## config.mk

```make
export PLATFORM = sky130hd
export DESIGN_NAME = memx_arb_ctrl_flat
export DESIGN_NICKNAME = d
export VERILOG_FILES = /design/src/rtl/memx_arb_ctrl_if.sv /design/src/rtl/memx_arb_ctrl.sv /design/src/flat_wrapper.sv
export SDC_FILE = /design/constraint.sdc
export NUM_CORES = 1
export LEC_CHECK = 0
export CELL_PAD_IN_SITES_DETAIL_PLACEMENT = 1
export CELL_PAD_IN_SITES_GLOBAL_PLACEMENT = 1
export CORE_ASPECT_RATIO = 0.6
export CORE_MARGIN = 8
export CORE_UTILIZATION = 30
export DETAILED_ROUTE_END_ITERATION = 8
export PLACE_DENSITY_LB_ADDON = 0.1
export SETUP_SLACK_MARGIN = 0.02
export SLEW_MARGIN = 20
export SYNTH_ARGS = -nofsm -noshare
export SYNTH_HDL_FRONTEND = slang
export SYNTH_SLANG_ARGS = --single-unit
```

## constraint.sdc

```tcl
create_clock -name clk_i -period 2.4 [get_ports clk_i]
set_clock_uncertainty 0.2 [all_clocks]
set_input_delay 0.24 -clock clk_i [delete_from_list [all_inputs] [get_ports clk_i]]
set_output_delay 0.24 -clock clk_i [all_outputs]
set_load 0.005 [all_outputs]
```

## src/rtl/memx_arb_ctrl_if.sv

```systemverilog
`default_nettype none
// memx_arb_ctrl_if -- requester-side and memory-side handshake bundle of memx_arb_ctrl. Rev 1.0
interface memx_arb_ctrl_if #(
  parameter int N_PORTS    = 2,
  parameter int ADDR_WIDTH = 10,
  parameter int DATA_WIDTH = 32
);
  logic [N_PORTS-1:0]                 req_rd_i;
  logic [N_PORTS-1:0]                 req_wr_i;
  logic [N_PORTS-1:0][ADDR_WIDTH-1:0] req_addr_i;
  logic [N_PORTS-1:0][DATA_WIDTH-1:0] req_wdata_i;
  logic [N_PORTS-1:0]                 req_done_o;
  logic [N_PORTS-1:0]                 req_err_o;
  logic [DATA_WIDTH-1:0]              rdata_o;
  logic                               busy_o;
  logic                               mem_req_o;
  logic                               mem_we_o;
  logic [ADDR_WIDTH-1:0]              mem_addr_o;
  logic [DATA_WIDTH-1:0]              mem_wdata_o;
  logic                               mem_busy_i;
  logic [DATA_WIDTH-1:0]              mem_rdata_i;

  modport slave (
    input  req_rd_i, req_wr_i, req_addr_i, req_wdata_i, mem_busy_i, mem_rdata_i,
    output req_done_o, req_err_o, rdata_o, busy_o,
           mem_req_o, mem_we_o, mem_addr_o, mem_wdata_o
  );

  modport master (
    output req_rd_i, req_wr_i, req_addr_i, req_wdata_i, mem_busy_i, mem_rdata_i,
    input  req_done_o, req_err_o, rdata_o, busy_o,
           mem_req_o, mem_we_o, mem_addr_o, mem_wdata_o
  );
endinterface
`default_nettype wire

```

## src/rtl/memx_arb_ctrl.sv

```systemverilog
`default_nettype none
// memx_arb_ctrl -- round-robin N-port memory controller with range check and busy timeout. Rev 1.0
module memx_arb_ctrl #(
  parameter int N_PORTS    = 2,
  parameter int ADDR_WIDTH = 10,
  parameter int DATA_WIDTH = 32,
  parameter int N_OF_WORDS = 1000,
  parameter int TIMEOUT    = 255
) (
  input  wire            clk_i,
  input  wire            rst_ni,
  memx_arb_ctrl_if.slave bus
);
  localparam int PTR_W     = (N_PORTS > 1) ? $clog2(N_PORTS) : 1;
  localparam int TCNT_W    = (TIMEOUT > 0) ? $clog2(TIMEOUT + 1) : 1;
  localparam int TCNT_LAST = (TIMEOUT > 0) ? TIMEOUT - 1 : 0;
  localparam bit TO_EN     = (TIMEOUT > 0);
  localparam bit ALL_VALID = (longint'(N_OF_WORDS) >= (longint'(1) << ADDR_WIDTH));
  localparam logic [ADDR_WIDTH-1:0] ADDR_LIMIT = ALL_VALID ? '0 : ADDR_WIDTH'(N_OF_WORDS);

  typedef enum logic [2:0] {
    IDLE       = 3'd0,
    REQ_READ   = 3'd1,
    WAIT_READ  = 3'd2,
    REQ_WRITE  = 3'd3,
    WAIT_WRITE = 3'd4,
    RESP       = 3'd5,
    ERR        = 3'd6
  } state_t;

  state_t                state;
  logic [PTR_W-1:0]      rr_ptr;
  logic [PTR_W-1:0]      owner;
  logic [TCNT_W-1:0]     tcnt;
  logic                  mem_req;
  logic                  mem_we;
  logic [ADDR_WIDTH-1:0] mem_addr;
  logic [DATA_WIDTH-1:0] mem_wdata;
  logic [DATA_WIDTH-1:0] rdata;

  logic [N_PORTS-1:0]    requesting;
  logic                  found;
  logic [PTR_W-1:0]      winner;
  logic [PTR_W:0]        cand;
  logic [PTR_W-1:0]      next_ptr;
  logic [ADDR_WIDTH-1:0] win_addr;
  logic [DATA_WIDTH-1:0] win_wdata;
  logic                  win_wr;
  logic                  addr_ok;
  logic [N_PORTS-1:0]    owner_dec;

  assign requesting = bus.req_rd_i | bus.req_wr_i;

  // Search starts at rr_ptr; cand never exceeds 2*N_PORTS-2, so one subtract wraps it.
  always_comb begin
    found  = 1'b0;
    winner = '0;
    cand   = '0;
    for (int i = 0; i < N_PORTS; i++) begin
      cand = {1'b0, rr_ptr} + (PTR_W+1)'(i);
      if (cand >= (PTR_W+1)'(N_PORTS)) begin
        cand = cand - (PTR_W+1)'(N_PORTS);
      end
      if (!found && requesting[cand[PTR_W-1:0]]) begin
        found  = 1'b1;
        winner = cand[PTR_W-1:0];
      end
    end
  end

  assign next_ptr  = (winner == PTR_W'(N_PORTS - 1)) ? '0 : winner + 1'b1;
  assign win_addr  = bus.req_addr_i[winner];
  assign win_wdata = bus.req_wdata_i[winner];
  assign win_wr    = bus.req_wr_i[winner];
  assign addr_ok   = ALL_VALID || (win_addr < ADDR_LIMIT);

  always_ff @(posedge clk_i or negedge rst_ni) begin
    if (!rst_ni) begin
      state     <= IDLE;
      rr_ptr    <= '0;
      owner     <= '0;
      tcnt      <= '0;
      mem_req   <= 1'b0;
      mem_we    <= 1'b0;
      mem_addr  <= '0;
      mem_wdata <= '0;
      rdata     <= '0;
    end else begin
      mem_req <= 1'b0;
      case (state)
        IDLE: begin
          if (found) begin
            owner  <= winner;
            rr_ptr <= next_ptr;
            if (!addr_ok) begin
              state <= ERR;
            end else begin
              mem_req   <= 1'b1;
              mem_we    <= win_wr;
              mem_addr  <= win_addr;
              mem_wdata <= win_wdata;
              state     <= win_wr ? REQ_WRITE : REQ_READ;
            end
          end
        end
        REQ_READ: begin
          tcnt  <= '0;
          state <= WAIT_READ;
        end
        REQ_WRITE: begin
          tcnt  <= '0;
          state <= WAIT_WRITE;
        end
        WAIT_READ, WAIT_WRITE: begin
          if (!bus.mem_busy_i) begin
            if (state == WAIT_READ) begin
              rdata <= bus.mem_rdata_i;
            end
            state <= RESP;
          end else if (TO_EN && (tcnt == TCNT_W'(TCNT_LAST))) begin
            state <= ERR;
          end else begin
            tcnt <= tcnt + 1'b1;
          end
        end
        RESP, ERR: state <= IDLE;
        default:   state <= IDLE;
      endcase
    end
  end

  always_comb begin
    owner_dec        = '0;
    owner_dec[owner] = 1'b1;
  end

  assign bus.req_done_o  = (state == RESP) ? owner_dec : '0;
  assign bus.req_err_o   = (state == ERR)  ? owner_dec : '0;
  assign bus.busy_o      = (state != IDLE);
  assign bus.rdata_o     = rdata;
  assign bus.mem_req_o   = mem_req;
  assign bus.mem_we_o    = mem_we;
  assign bus.mem_addr_o  = mem_addr;
  assign bus.mem_wdata_o = mem_wdata;
endmodule
`default_nettype wire
```

## src/flat_wrapper.sv

```systemverilog
// flat-port wrapper written by rule: the top's interface ports become plain ports
module memx_arb_ctrl_flat 
#(
  parameter int N_PORTS    = 2,
  parameter int ADDR_WIDTH = 10,
  parameter int DATA_WIDTH = 32,
  parameter int N_OF_WORDS = 1000,
  parameter int TIMEOUT    = 255
)
  (clk_i, rst_ni, bus_req_rd_i, bus_req_wr_i, bus_req_addr_i, bus_req_wdata_i, bus_mem_busy_i, bus_mem_rdata_i, bus_req_done_o, bus_req_err_o, bus_rdata_o, bus_busy_o, bus_mem_req_o, bus_mem_we_o, bus_mem_addr_o, bus_mem_wdata_o);
  memx_arb_ctrl_if #(.N_PORTS(N_PORTS), .ADDR_WIDTH(ADDR_WIDTH), .DATA_WIDTH(DATA_WIDTH)) bus_i ();
  input  wire clk_i;
  input  wire rst_ni;
  input wire logic [$bits(bus_i.req_rd_i)-1:0] bus_req_rd_i;
  input wire logic [$bits(bus_i.req_wr_i)-1:0] bus_req_wr_i;
  input wire logic [$bits(bus_i.req_addr_i)-1:0] bus_req_addr_i;
  input wire logic [$bits(bus_i.req_wdata_i)-1:0] bus_req_wdata_i;
  input wire logic [$bits(bus_i.mem_busy_i)-1:0] bus_mem_busy_i;
  input wire logic [$bits(bus_i.mem_rdata_i)-1:0] bus_mem_rdata_i;
  output wire logic [$bits(bus_i.req_done_o)-1:0] bus_req_done_o;
  output wire logic [$bits(bus_i.req_err_o)-1:0] bus_req_err_o;
  output wire logic [$bits(bus_i.rdata_o)-1:0] bus_rdata_o;
  output wire logic [$bits(bus_i.busy_o)-1:0] bus_busy_o;
  output wire logic [$bits(bus_i.mem_req_o)-1:0] bus_mem_req_o;
  output wire logic [$bits(bus_i.mem_we_o)-1:0] bus_mem_we_o;
  output wire logic [$bits(bus_i.mem_addr_o)-1:0] bus_mem_addr_o;
  output wire logic [$bits(bus_i.mem_wdata_o)-1:0] bus_mem_wdata_o;
  assign bus_i.req_rd_i = bus_req_rd_i;
  assign bus_i.req_wr_i = bus_req_wr_i;
  assign bus_i.req_addr_i = bus_req_addr_i;
  assign bus_i.req_wdata_i = bus_req_wdata_i;
  assign bus_i.mem_busy_i = bus_mem_busy_i;
  assign bus_i.mem_rdata_i = bus_mem_rdata_i;
  assign bus_req_done_o = bus_i.req_done_o;
  assign bus_req_err_o = bus_i.req_err_o;
  assign bus_rdata_o = bus_i.rdata_o;
  assign bus_busy_o = bus_i.busy_o;
  assign bus_mem_req_o = bus_i.mem_req_o;
  assign bus_mem_we_o = bus_i.mem_we_o;
  assign bus_mem_addr_o = bus_i.mem_addr_o;
  assign bus_mem_wdata_o = bus_i.mem_wdata_o;
  memx_arb_ctrl #(.N_PORTS(N_PORTS), .ADDR_WIDTH(ADDR_WIDTH), .DATA_WIDTH(DATA_WIDTH), .N_OF_WORDS(N_OF_WORDS), .TIMEOUT(TIMEOUT)) u_core (.clk_i(clk_i), .rst_ni(rst_ni), .bus(bus_i));
endmodule
```

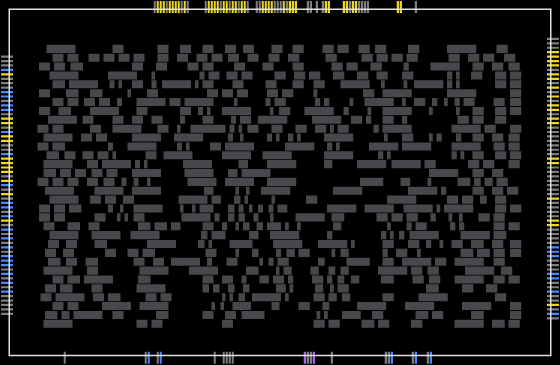
(ports around the boundary)
Pins as bars across the die edge, other pins in grey.
`bus_req_wdata_i`: drawn in yellow, pins 64, direction input, edge 34 top, 18 right, 12 left. `bus_req_wr_i`: drawn in purple, pins 2, direction input, edge bottom. `bus_rdata_o`: drawn in blue, pins 32, direction output, edge 20 left, 7 right, 5 bottom.
All pins by edge: 64 right, 59 top, 59 left, 22 bottom.

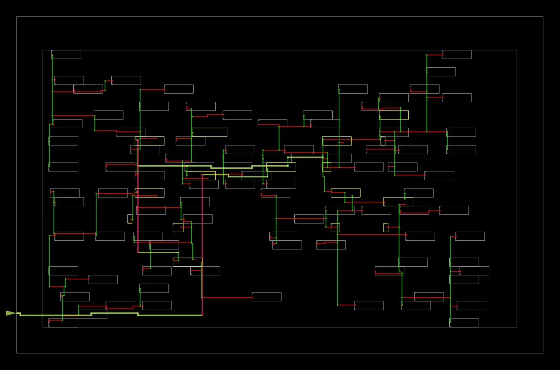
(clock wiring as the flow saved it)
number of buffers created by CTS: 9
Clk Latency, worst-skew pair: 330 ps

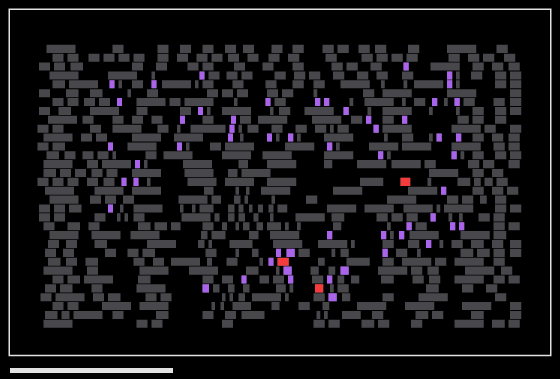
(selected gate families)
The bar under the picture is 50 um long.
aoi and oai cells: drawn in purple, cells 54, most used a21oi_1. non-inverting ao/oa cells: drawn in red, cells 3.

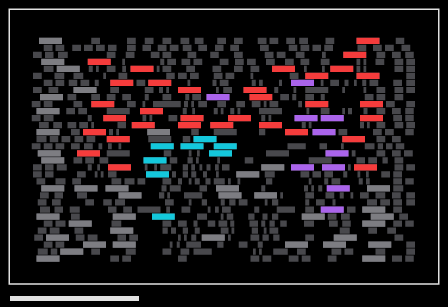
(where the registers sit)
The bar under the picture is 50 um long.
`u_core.bus.mem_addr_o`: drawn in purple, sequential cells 10, where right middle. `u_core.bus.mem_wdata_o`: drawn in red, sequential cells 32. `u_core.tcnt`: drawn in cyan, sequential cells 8, where middle.
Another 39 sequential cells are not coloured.

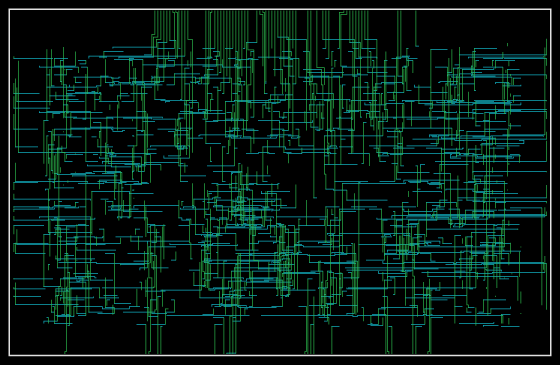
(metal layers overlaid)
Only two layers are drawn.
M2: drawn in green, wire length 6310 um. M1: drawn in cyan, wire length 5780 um.

[final cells by class]
type	count	area share
clock inverter	4	0.00814
multi-input combinational	240	0.257
sequential	89	0.337
inverter	5	0.00284
tap	170	0.0322
clock buffer	12	0.0358
timing repair buffer	214	0.327
[worst max-delay path, delay by kind of cell, from the launching register on]
family        cells  cell delay [ps]
flops             1              580
simple gates      2              330
buf+inv           1              520
[registers in the layout (all words and copies together) (netlist names)]
signal	flops
u_core.bus.mem_addr_o	10
u_core.bus.mem_req_o	1
u_core.bus.mem_wdata_o	32
u_core.bus.mem_we_o	1
u_core.bus.rdata_o	32
u_core.owner	1
u_core.rr_ptr	1
u_core.state	3
u_core.tcnt	8
[metrics by stage]
stage / area [sq um] / util / instances / hold slack [ps] / power (uW)
finish: 6610 / 0.510 / 734 / 283 / 7730
global route: 6610 / 0.510 / 734 / 299 / 8320
CTS: 6610 / 0.510 / 734 / 286 / 7890
detailed placement: 6310 / 0.487 / 717 / 111 / 6440
global placement: 6310 / 0.487 / 717 / 93.4 / 6290
floorplan: 4030 / - / 353 / -256 / 4270
[routing by layer]
metal | track usage | vias to the layer above
met2 | 0.256 | 130
met5 | 0 | -
met1 | 0.182 | 1659
met4 | 0.0343 | 0
li1 | - | 1656
met3 | 0.0781 | 6
[synth_stat cells (4+ instances only)]
| master | number |
|---|---|
| dfrtp_1 | 89 |
| nand2b_1 | 5 |
| nor4_1 | 4 |
| nor2_1 | 58 |
| o21ai_0 | 7 |
| xnor2_1 | 6 |
| clkbuf_1 | 4 |
| a21oi_1 | 42 |
| buf_2 | 12 |
| nand4_1 | 4 |
| nand2_1 | 5 |
| mux2i_1 | 45 |
| nor3_1 | 4 |
| mux2_2 | 32 |
| inv_1 | 5 |
[power by group]
group          leakage (uW)  switching, uW  internal [uW]  total (uW)
registers           0.00104            432           2210        2650
clock network      0.000133            578            811        1390
logic               0.00157           1540           2150        3690
total               0.00274           2550           5180        7730
[cell families after synthesis]
| logic type | count (synthesis) |
|---|---|
| fa+ha+maj | 2 |
| buf+inv | 24 |
| xor+xnor | 7 |
| simple gates | 95 |
| compound gates | 57 |
| flops | 89 |
| mux | 79 |
[how the worst min path moves through the flow]
stage	from	end	cells past startpoint
after global routing	bus_mem_rdata_i[17]	u_core.bus.rdata_o[17]	2
after detailed placement	rst_ni	u_core.bus.rdata_o[22]	1
after floorplan	rst_ni	u_core.bus.mem_addr_o[0]	0
final	rst_ni	u_core.bus.rdata_o[22]	2
after CTS	rst_ni	u_core.bus.rdata_o[22]	2
after global placement	rst_ni	u_core.bus.rdata_o[22]	1
==> impl_metrics.yaml <==
# synthesis and place-and-route metrics
outcome:
  status: "completed"
critical_path:
  arrival_ps: 1760
  cp.required_ps: 1960
  ff2ff_setup_slack_ps: 250
  r2r-end: "u_core.state[0]"
die:
  num_rows: 32
  die_y_um: 106
  pin_count: 204
  die_area_sq_um: 17500
logic_synthesis:
  top_cells_by_area: "dfrtp_1 (55%), mux2i_1 (11%), mux2_2 (8.9%), nor2_1 (5.4%), a21oi_1 (5.2%)"
  postSynthSeqShare: 0.553
  ys_sh_xor: 0.0152
  logic_family: "multiplexers"
  synth-edff-count: 0
flow_run:
  tool_warnings: 27
route:
  avgViaCountPerCell: 4.70
  wirelength_met1_mm: 5.78
sta:
  setup_viol: 0
pwr:
  p_per_area_nw_per_um2: 1170
global_route:
  overflow: 0
Power figures rest on the tool's default switching activity, not on a simulated workload.
